===== src/rtl/fifo_stream_reader.sv =====
// fifo_stream_reader
//   Pulls words out of a synchronous FIFO with RD_LATENCY read latency and
//   presents them as a valid/ready stream. Reads are issued on a credit basis,
//   so every issued read always has a free slot in the small elastic buffer
//   that absorbs the read latency. Because of this, the buffer can never
//   overflow and a stalled sink can never cause a word to be lost.
//
// Parameters
//   DWIDTH      data width
//   RD_LATENCY  cycles from an accepted read to rd_data valid (1 or 2)
//
// Ports
//   clk, rst_n  clock, asynchronous active-low reset
//   rd_en       FIFO pop request (only ever asserted while rd_empty=0)
//   rd_empty    FIFO empty flag
//   rd_data     FIFO read data, sampled RD_LATENCY cycles after a pop
//   flush       drops all buffered and in-flight words (synchronous)
//   m_valid     stream word valid
//   m_ready     stream sink ready
//   m_data      stream word (head of the elastic buffer)
//   word_cnt    running count of stream handshakes, wraps at 2^32
module fifo_stream_reader #(
  parameter int DWIDTH     = 32,
  parameter int RD_LATENCY = 1
) (
  input  logic              clk,
  input  logic              rst_n,
  output logic              rd_en,
  input  logic              rd_empty,
  input  logic [DWIDTH-1:0] rd_data,
  input  logic              flush,
  output logic              m_valid,
  input  logic              m_ready,
  output logic [DWIDTH-1:0] m_data,
  output logic [31:0]       word_cnt
);

  // One slot per cycle of read latency plus one for the word being
  // presented, which is what full-rate streaming needs.
  localparam int BUF_DEPTH = RD_LATENCY + 1;
  localparam int PW        = $clog2(BUF_DEPTH);
  localparam int OW        = $clog2(BUF_DEPTH + 1);
  localparam int CW        = OW + 1;
  localparam logic [PW-1:0] LAST_PTR = PW'(BUF_DEPTH - 1);

  // run_q holds off reads until the first edge after reset release.
  logic                              run_q;
  // vld_pipe_q[k]: a read issued k cycles ago is still in flight.
  logic [RD_LATENCY:1]               vld_pipe_q, vld_pipe_d;
  logic [BUF_DEPTH-1:0][DWIDTH-1:0]  mem_q;
  logic [PW-1:0]                     wr_ptr_q, wr_ptr_d;
  logic [PW-1:0]                     rd_ptr_q, rd_ptr_d;
  logic [OW-1:0]                     occ_q, occ_d;
  logic [31:0]                       word_cnt_q, word_cnt_d;

  logic          hs;
  logic          cap;
  logic [CW-1:0] infl;
  logic [CW-1:0] credits;

  function automatic logic [PW-1:0] ptr_inc(input logic [PW-1:0] p);
    return (p == LAST_PTR) ? '0 : p + 1'b1;
  endfunction

  assign m_valid  = (occ_q != '0);
  assign m_data   = mem_q[rd_ptr_q];
  assign word_cnt = word_cnt_q;

  assign hs  = m_valid & m_ready;
  // A word returning in a flush cycle belongs to a discarded read.
  assign cap = vld_pipe_q[RD_LATENCY] & ~flush;

  always_comb begin
    infl = '0;
    for (int k = 1; k <= RD_LATENCY; k++) infl = infl + CW'(vld_pipe_q[k]);
  end

  // occ + in-flight never exceeds BUF_DEPTH, so this cannot go negative.
  // The pop in this cycle frees its slot early so reads keep pace with
  // the sink without a bubble.
  assign credits = CW'(BUF_DEPTH) - CW'(occ_q) - infl + CW'(hs);

  assign rd_en = run_q & ~rd_empty & ~flush & (credits != '0);

  always_comb begin
    vld_pipe_d    = '0;
    vld_pipe_d[1] = rd_en;
    for (int k = 2; k <= RD_LATENCY; k++) vld_pipe_d[k] = vld_pipe_q[k-1];
    if (flush) vld_pipe_d = '0;
  end

  always_comb begin
    wr_ptr_d   = wr_ptr_q;
    rd_ptr_d   = rd_ptr_q;
    occ_d      = occ_q + OW'(cap) - OW'(hs);
    word_cnt_d = word_cnt_q + 32'(hs);
    if (cap) wr_ptr_d = ptr_inc(wr_ptr_q);
    if (hs)  rd_ptr_d = ptr_inc(rd_ptr_q);
    if (flush) begin
      wr_ptr_d = '0;
      rd_ptr_d = '0;
      occ_d    = '0;
    end
  end

  always_ff @(posedge clk or negedge rst_n) begin
    if (!rst_n) run_q <= 1'b0;
    else        run_q <= 1'b1;
  end

  always_ff @(posedge clk or negedge rst_n) begin
    if (!rst_n) begin
      vld_pipe_q <= '0;
      wr_ptr_q   <= '0;
      rd_ptr_q   <= '0;
      occ_q      <= '0;
      word_cnt_q <= '0;
    end else begin
      vld_pipe_q <= vld_pipe_d;
      wr_ptr_q   <= wr_ptr_d;
      rd_ptr_q   <= rd_ptr_d;
      occ_q      <= occ_d;
      word_cnt_q <= word_cnt_d;
    end
  end

  always_ff @(posedge clk or negedge rst_n) begin
    if (!rst_n)   mem_q <= '0;
    else if (cap) mem_q[wr_ptr_q] <= rd_data;
  end

endmodule

===== config.mk =====
export PLATFORM = sky130hd
export DESIGN_NAME = fifo_stream_reader
export DESIGN_NICKNAME = d
export VERILOG_FILES = /design/src/rtl/fifo_stream_reader.sv
export SDC_FILE = /design/constraint.sdc
export NUM_CORES = 1
export LEC_CHECK = 0
export CAP_MARGIN = 20
export CORE_AREA = 2 2 135 84
export DETAILED_ROUTE_END_ITERATION = 6
export DIE_AREA = 0 0 137 86
export DONT_BUFFER_PORTS = 1
export HOLD_SLACK_MARGIN = 0.1
export PLACE_DENSITY = 0.57
export SLEW_MARGIN = 40
export SYNTH_ARGS = -nofsm -noshare
export SYNTH_HDL_FRONTEND = slang
export SYNTH_SLANG_ARGS = --single-unit
export TNS_END_PERCENT = 20

===== constraint.sdc =====
create_clock -name clk -period 2.14 [get_ports clk]
set_input_delay 0.428 -clock clk [delete_from_list [all_inputs] [get_ports clk]]
set_output_delay 0.428 -clock clk [all_outputs]
set_load 0.005 [all_outputs]

### Floorplan with the power grid

Scale: 3 px per µm. Pins as bars on the die edge.
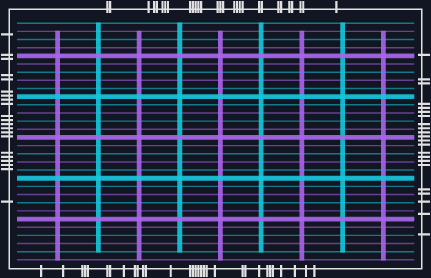
| colour | net |
|---|---|
| purple | VSS |
| cyan | VDD |
met1 rails: 30
signal pins: 103
met5 straps: 5
rows: 29
met4 straps: 9

### Wiring by layer

Scale: 3 px per µm.
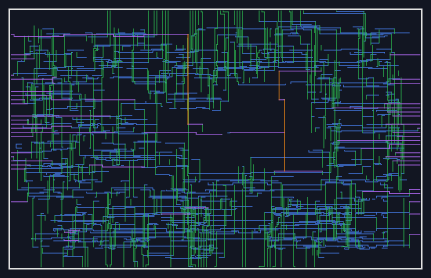
| colour | layer | wire length |
|---|---|---|
| purple | M3 | 667 µm |
| blue | M1 | 4300 µm |
| orange | M4 | 63.2 µm |
| green | M2 | 4060 µm |

==> impl_metrics.csv <==
group,metric,value,unit
detailed_routing,drt_first_pass_iters,4,
yosys,netlist_top_cells_count,"dfrtp_1 (102), mux2_2 (91), xor2_1 (20)",
pwr,p_seq_frac,0.474,
worst_setup_path,category_of_the_critical_setup_timing_path,"reg2out",
sta,final.setup.worst_slack,-143.7,ps
detailed_routing,dr.first_iter.drc_count,117,
layout,final_area,5156,µm²
yosys,syn-num-nets,370,
clock_network,cts_sinks,102,
global_route,grt_most_used_layer,"met2",
place,gpl.final_weighted_congestion,0.8313,
yosys,ys_chip_area,4542,µm²
detailed_routing,route.met2.wl,4059,µm
layout,dominant-cell-class,"registers",
status,status,"complete, but fails checks",
sta,finalHoldWorstSlack,-216.2,ps
run,drv_cap,0,
layout,finish.cell_count_without_fillers,487,
floorplan,die-width,137,µm
sta,post-route-min-period,2284,ps
place,place_area,4788,µm²
sta,setup_viol_count_final,1,
detailed_routing,highest-signal-layer,"met4",
layout,num_antenna_cells,0,
floorplan,placement_rows,29,
worst_setup_path,critPathBufInv,0,
clock_network,clock-root-buffer,"clkbuf_16",
detailed_routing,vias,2573,
yosys,synth-adder-area-share,0.01818,
global_route,grt_first_pass_wirelength,14740,µm
worst_setup_path,critical_path_required,1710,ps
clock_network,cts_resized,5,
pwr,switching_share_of_total_power,0.2681,
yosys,syn-instance-count,327,
yosys,synthArstFlopShare,1.000,
worst_setup_path,timing.critical_path.from,"occ_q[0]$_DFF_PN0_",
layout,comb_area,1983,µm²
layout,clkCellAreaFrac,0.05654,
worst_setup_path,critPathTopFamily,"simple AND/OR/NAND/NOR gates",
pwr,power.clock.total,1.59,mW
layout,registers.top_by_ff_count,"mem_q",
pwr,fin_total_pwr,5.745,mW
yosys,synthFlopType,"dfrtp_1",
detailed_routing,detail-route-antenna-nets,0,
detailed_routing,post_drt_via_cell_ratio,5.283,
worst_setup_path,critical_path_arrival,1860,ps
floorplan,io-pin-count,103,
yosys,syn-mean-instance-area,13.89,µm²
pwr,p_leak,2.384,nW
yosys,synth.yosys.warnings,0,
floorplan,chip_area,11780,µm²
yosys,yosysSeqAreaShare,0.5620,
global_route,met1_usage,0.2240,
status,failed_checks,"hold timing, setup timing",
sta,setup_repair_after_global_routing_missed_its_margin,"yes",
floorplan,floorplan.initialDensity,0.4346,
worst_setup_path,crit_path_start_kind,"flip-flop",
yosys,synthXorXnorAreaFrac,0.06556,
worst_setup_path,worst_r2r_startpoint,"occ_q[0]$_DFF_PN0_",
global_route,grt_use_total,0.1641,
clock_network,number_of_buffers_inserted_during_clock_tree_synthesis,9,
clock_network,post_cts.repair.setup_buffers,1,
pwr,sequentialPower,2.72,mW
worst_setup_path,flop2flop_setup_slack,150,ps
floorplan,core_area,10450,µm²
sta,hold_violations,102,
yosys,synth-cells-yosys,327,
place,io_buffers,0,
### Routed clock nets over the placement

Scale: 2 px per µm.
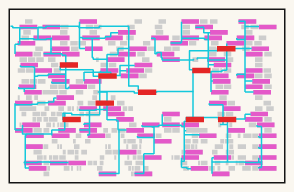
[red] clock-net drivers | count: 9
[magenta] flip-flops | count: 102
[cyan] clock wires | length: 1220 µm
routed clock nets: 10
clk_skew: 5.945 ps
Clock Latency Late Sink: 330 ps
relative contribution of the clock network to total power: 0.278

No activity file was given, so power comes from the tool's default toggle rates.
